==> images/placement_by_type.png <==
Scale bar: 20 microns. Fill, decap, tap and diode cells in gray.
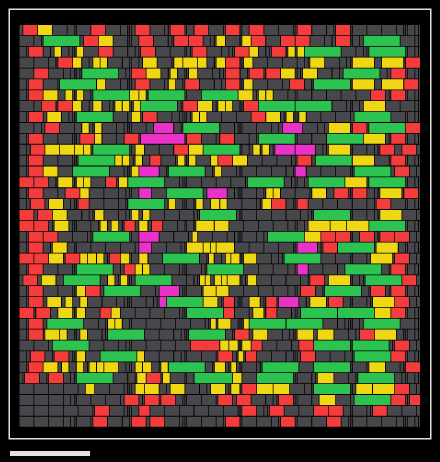
==> images/flops_by_reg.png <==
Scale bar: 20 microns. Other sequential cells in the stronger gray, the rest of the logic in the fainter gray.
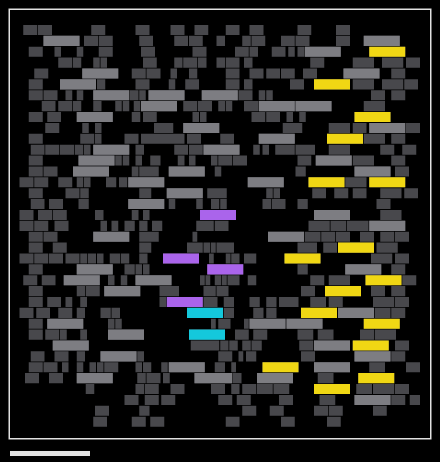
==> src/rtl/mem_arb_pkg.sv <==
// Shared types and defaults for the memory-port arbiter.
package mem_arb_pkg;

    localparam int DefDataWidth  = 16;
    localparam int DefAddrWidth  = 16;
    localparam int DefMemLatency = 2;

    // Latency counter width; covers MemLatency 1..15.
    localparam int CntWidth = 4;

    typedef enum logic [1:0] {
        IDLE   = 2'd0,
        ACCESS = 2'd1,
        DONE   = 2'd2
    } arbState_e;

    typedef enum logic {
        GNT_P = 1'b0,
        GNT_D = 1'b1
    } grant_e;

endpackage

==> src/rtl/rr_arb2.sv <==
// Two-input round-robin grant: on a tie the requester not granted last wins.
// gnt[0] = processor port, gnt[1] = debug/loader port (one-hot or zero).
module rr_arb2
    import mem_arb_pkg::*;
(
    input  logic       reqP,
    input  logic       reqD,
    input  grant_e     lastGnt,
    output logic [1:0] gnt
);

    // Pick a single winner; alternate when both ask.
    always_comb begin
        gnt = 2'b00;
        if (reqP && reqD) begin
            gnt = (lastGnt == GNT_D) ? 2'b01 : 2'b10;
        end else if (reqP) begin
            gnt = 2'b01;
        end else if (reqD) begin
            gnt = 2'b10;
        end
    end

endmodule

==> src/rtl/mem_port_arbiter.sv <==
// Shares one fixed-latency memory port between the processor data port (P)
// and the debug/loader port (D).
//
// Handshake (both requesters): raise Req with Write/Addr/WData stable and
// hold them until Ready. Operands are latched at grant, so changes after the
// grant edge (including dropping Req) do not affect the access in flight.
// Ready is a one-cycle completion pulse; for reads RData is valid from that
// cycle and holds until the next read by the same requester completes.
module mem_port_arbiter
    import mem_arb_pkg::*;
#(
    parameter int DataWidth  = DefDataWidth,
    parameter int AddrWidth  = DefAddrWidth,
    parameter int MemLatency = DefMemLatency
) (
    input  logic                 CLK,
    input  logic                 RST,
    input  logic                 P_Req,
    input  logic                 P_Write,
    input  logic [AddrWidth-1:0] P_Addr,
    input  logic [DataWidth-1:0] P_WData,
    output logic                 P_Ready,
    output logic [DataWidth-1:0] P_RData,
    output logic                 P_Stall,
    input  logic                 D_Req,
    input  logic                 D_Write,
    input  logic [AddrWidth-1:0] D_Addr,
    input  logic [DataWidth-1:0] D_WData,
    output logic                 D_Ready,
    output logic [DataWidth-1:0] D_RData,
    output logic                 MemRead,
    output logic                 MemWrite,
    output logic [AddrWidth-1:0] MemAddr,
    output logic [DataWidth-1:0] MemData,
    input  logic [DataWidth-1:0] MemOutput,
    output logic [1:0]           dbgState
);

    localparam logic [CntWidth-1:0] CntLoad = CntWidth'(MemLatency - 1);

    arbState_e              state;
    arbState_e              nextState;
    logic [CntWidth-1:0]    cnt;
    grant_e                 curGnt;
    grant_e                 lastGnt;
    logic [1:0]             gnt;
    logic [AddrWidth-1:0]   latAddr;
    logic [DataWidth-1:0]   latWData;
    logic                   latWrite;
    logic [DataWidth-1:0]   pRData;
    logic [DataWidth-1:0]   dRData;

    rr_arb2 uArb (
        .reqP    (P_Req),
        .reqD    (D_Req),
        .lastGnt (lastGnt),
        .gnt     (gnt)
    );

    // State register; reset drops any access in flight.
    always_ff @(posedge CLK or negedge RST) begin
        if (!RST) begin
            state <= IDLE;
        end else begin
            state <= nextState;
        end
    end

    // Next-state: grant from IDLE, hold ACCESS for MemLatency cycles, one DONE cycle.
    always_comb begin
        nextState = state;
        case (state)
            IDLE:    if (gnt != 2'b00) nextState = ACCESS;
            ACCESS:  if (cnt == '0)    nextState = DONE;
            DONE:    nextState = IDLE;
            default: nextState = IDLE;
        endcase
    end

    // Operand latch at grant, latency countdown, read capture and last-grant update.
    always_ff @(posedge CLK or negedge RST) begin
        if (!RST) begin
            cnt      <= '0;
            curGnt   <= GNT_P;
            lastGnt  <= GNT_D;
            latAddr  <= '0;
            latWData <= '0;
            latWrite <= 1'b0;
            pRData   <= '0;
            dRData   <= '0;
        end else begin
            case (state)
                IDLE: begin
                    if (gnt != 2'b00) begin
                        cnt      <= CntLoad;
                        curGnt   <= gnt[1] ? GNT_D : GNT_P;
                        latAddr  <= gnt[1] ? D_Addr  : P_Addr;
                        latWData <= gnt[1] ? D_WData : P_WData;
                        latWrite <= gnt[1] ? D_Write : P_Write;
                    end
                end
                ACCESS: begin
                    if (cnt != '0) begin
                        cnt <= cnt - 1'b1;
                    end else if (!latWrite) begin
                        if (curGnt == GNT_P) pRData <= MemOutput;
                        else                 dRData <= MemOutput;
                    end
                end
                DONE: begin
                    lastGnt <= curGnt;
                end
                default: ;
            endcase
        end
    end

    // Memory strobes and completion pulses decoded from state; read/write are exclusive.
    always_comb begin
        MemRead  = 1'b0;
        MemWrite = 1'b0;
        MemAddr  = '0;
        MemData  = '0;
        if (state == ACCESS) begin
            MemAddr = latAddr;
            if (latWrite) begin
                MemWrite = 1'b1;
                MemData  = latWData;
            end else begin
                MemRead = 1'b1;
            end
        end
        P_Ready = (state == DONE) && (curGnt == GNT_P);
        D_Ready = (state == DONE) && (curGnt == GNT_D);
        P_Stall = P_Req && !P_Ready;
    end

    assign P_RData  = pRData;
    assign D_RData  = dRData;
    assign dbgState = state;

endmodule

==> config.mk <==
export PLATFORM = sky130hd
export DESIGN_NAME = mem_port_arbiter
export DESIGN_NICKNAME = d
export VERILOG_FILES = /design/src/rtl/mem_arb_pkg.sv /design/src/rtl/rr_arb2.sv /design/src/rtl/mem_port_arbiter.sv
export SDC_FILE = /design/constraint.sdc
export NUM_CORES = 1
export LEC_CHECK = 0
export ABC_AREA = 0
export CORE_AREA = 2 2 103 105
export DETAILED_ROUTE_END_ITERATION = 8
export DIE_AREA = 0 0 105 107
export HOLD_SLACK_MARGIN = 0.1
export PLACE_DENSITY_LB_ADDON = 0.05
export SLEW_MARGIN = 15
export SYNTH_ARGS = -nofsm -noshare
export SYNTH_HDL_FRONTEND = slang
export SYNTH_SLANG_ARGS = --single-unit
==> constraint.sdc <==
create_clock -name CLK -period 2.95 [get_ports CLK]
set_clock_uncertainty 0.1 [all_clocks]
set_input_delay 0.4425 -clock CLK [delete_from_list [all_inputs] [get_ports CLK]]
set_output_delay 0.4425 -clock CLK [all_outputs]
set_load 0.05 [all_outputs]
==> results.py <==
# Generated from Yosys and OpenROAD reports
metrics = {
    "final_layout": {
        "num-multi-input-gates": 197,
        "fraction_of_final_layout_cells_with_drive_strength_greater_than_1": 0.163,
        "layout.buffer.nonclock.area_share": 0.301,
        "synthToLayoutAreaGrowth_pct": 54.2,
        "layout.area.comb_sq_um": 1540,
        "diodes": 0,
        "final_common_cell": "sky130_fd_sc_hd__clkdlybuf4s50_1",
        "largestClassByArea": "registers",
        "comb_share": 0.286,
        "inverters_excl_clock": 4,
        "layout.clock_buffers": 10,
        "post_layout_nonfiller_instances": 591,
        "layout_top_cells": "sky130_fd_sc_hd__clkdlybuf4s50_1, sky130_fd_sc_hd__dfrtp_1, sky130_fd_sc_hd__a21oi_1, sky130_fd_sc_hd__mux2i_1, sky130_fd_sc_hd__mux2_4",
        "ff_latch_area_sq_um": 1830,
    },
    "placed_design": {
        "gp_congestion": 0.767,
        "numPlacedInstances": 575,
        "port_buffers": 156,
        "place_worst_setup_slack_ps": 525,
    },
    "power_and_ir_drop": {
        "p_int_w": 0.00364,
        "clockPowerShare": 0.110,
        "share_of_power_burned_in_registers": 0.248,
        "switchingPower_w": 0.00360,
        "comb_power_share": 0.642,
        "vdd_ir_drop_max_v": 0.000538,
        "power_group_with_the_highest_consumption": "combinational cells",
        "power_density_nw_per_um2": 1350,
        "total_power_w": 0.00724,
        "comb_power_w": 0.00465,
        "clock_group_power_w": 0.000796,
    },
    "grt": {
        "global_route_congestion_overflow_total": 0,
        "gr-max-usage-layer": "met2",
        "first_pass_grt_wire_length_microns": 14900,
        "vias_in_the_first_global_route": 2981,
        "globalRouteMet3Util": 0.0517,
        "gr-usage-met2": 0.268,
        "track_usage": 0.168,
    },
    "job": {
        "max_cap_violations": 0,
    },
    "die": {
        "fp-row-count": 37,
        "well_tap_count": 136,
        "floorplan.die_area_sq_um": 11200,
        "floorplan.die.height_microns": 107,
        "chipWidth_microns": 105,
        "boundaryPins": 157,
        "area_of_the_core_region_sq_um": 10100,
        "floorplan.initialDensity": 0.345,
    },
    "worst_setup_path": {
        "timing.critical_path.required_ps": 2410,
        "rrSetupSlack_ps": 790,
        "startpoint": "dbgState[0]$_DFFE_PN0P_",
        "peak_fanout_along_the_critical_path": 32,
        "timing.critical_path.arrival_ps": 2220,
        "crit_path_end_kind": "output port",
        "regToRegStartpoint": "dbgState[1]$_DFFE_PN0P_",
        "timing.critical_path.from_type": "flop",
        "timing.setup.critical_path_class": "flop to output port",
        "crit_path_end": "MemData[11]",
        "worstReg2RegEnd": "D_RData[11]$_DFFE_PN0P_",
    },
    "synthesis": {
        "yosys.area_share.aoi": 0.109,
        "synthXorXnorAreaFrac": 0,
        "synthesis_warnings": 0,
        "synth.yosys.seq_area_share": 0.524,
        "yosys_register_bits": 73,
        "synth.cellmix.adderShare": 0.00718,
        "yosys_cells": 299,
        "post_synth.cell_area_avg_sq_um": 11.7,
        "post_synth_main_logic_family": "multiplexers",
        "synth_simple_gate_area_share": 0.0944,
        "ys_types": 27,
        "gate_count_after_technology_mapping": 299,
        "mappedNetlistArea_sq_um": 3490,
        "mapped_nets": 387,
        "portion_of_netlist_area_occupied_by_mux_cells": 0.229,
    },
    "clock_network": {
        "h_tree_depth": 3,
        "clock_tree_root_buffer_cell": "sky130_fd_sc_hd__clkbuf_8",
        "clock-sinks": 73,
        "total_clock_buffers_created_by_cts": 9,
        "cts.clk_slew.worst_paths_ps": 80,
        "tritoncts": "done",
        "cts.path.max_buffers": 2,
        "clock.latency.late_pin_ps": 330,
    },
    "final_timing": {
        "rsz0062_at_grt": "no",
        "min_period_over_period": 0.935,
        "drv_slew": 0,
        "setup_viol_count_final": 0,
        "clock.fmax_ghz": 0.362,
        "tightestPinTransition_ps": 923,
        "timing.slew.headroom": 0.385,
        "hold_slack_ps": 130,
        "min_period_ps": 2760,
        "final.setup.tns_ps": 0,
        "setup_ws_ps": 191,
    },
    "outcome": {
        "outcome": "finished, final reports clean",
    },
    "routing": {
        "dr_wl_met2_microns": 4330,
        "via_count": 2824,
        "wl_per_cell_microns": 15.7,
        "drc": 0,
        "drt-pass1-iter-count": 4,
        "drt-met1-wl_microns": 4170,
        "drtAntennaViolNets": 0,
        "finalWirelength_microns": 9280,
    },
    "worst_hold_path": {
        "hp-class": "input port to asynchronous set/reset pin",
    },
}
About placement_by_type.png:
color	class	cells
red	other buffers and delay cells	165
magenta	clock drivers and dummy loads	16
yellow	combinational and other logic	201
green	flops	73
total non-filler cell area in the finished layout: 5370 sq um
flip-flop and latch share of the layout cell area: 0.340

About flops_by_reg.png:
color	netlist name	placed flops
cyan	`dbgState`	2
purple	`cnt`	4
yellow	`P_RData`	16
not colored	51
flip-flop and latch power: 0.00180 W
final core utilization: 0.532

## synthesized netlist by cell type
master	instances	area, sq um
sky130_fd_sc_hd__dfrtp_1	72	1800
sky130_fd_sc_hd__a21oi_1	68	340
sky130_fd_sc_hd__mux2i_1	35	350
sky130_fd_sc_hd__mux2_4	20	300
sky130_fd_sc_hd__clkbuf_1	19	71.3
sky130_fd_sc_hd__and2_1	18	113
sky130_fd_sc_hd__and3_1	16	100
sky130_fd_sc_hd__mux2_2	13	146
sky130_fd_sc_hd__nor2_1	5	18.8
sky130_fd_sc_hd__inv_1	4	15.0
sky130_fd_sc_hd__nand2_1	3	11.3
sky130_fd_sc_hd__nand2b_1	3	18.8
sky130_fd_sc_hd__nor2b_1	3	18.8
sky130_fd_sc_hd__a31o_2	2	17.5
sky130_fd_sc_hd__buf_1	2	7.51
sky130_fd_sc_hd__buf_2	2	10.0
sky130_fd_sc_hd__buf_6	2	22.5
sky130_fd_sc_hd__ha_1	2	25.0
sky130_fd_sc_hd__or4_1	2	15.0
sky130_fd_sc_hd__a21bo_2	1	10.0
sky130_fd_sc_hd__a21o_1	1	7.51
sky130_fd_sc_hd__and4b_1	1	10.0
sky130_fd_sc_hd__dfstp_2	1	26.3
sky130_fd_sc_hd__nor4b_1	1	8.76
sky130_fd_sc_hd__o21ai_0	1	5.00
sky130_fd_sc_hd__or2_2	1	6.26
sky130_fd_sc_hd__or3b_1	1	8.76
## critical path, cell delays in order, from the launching register on
cell and delay [ps]:
sky130_fd_sc_hd__dfrtp_1 400, sky130_fd_sc_hd__nor2b_2 170, sky130_fd_sc_hd__buf_4 290, sky130_fd_sc_hd__and3_1 200, sky130_fd_sc_hd__clkdlybuf4s50_1 810
No activity file was given, so power comes from the tool's default toggle rates.
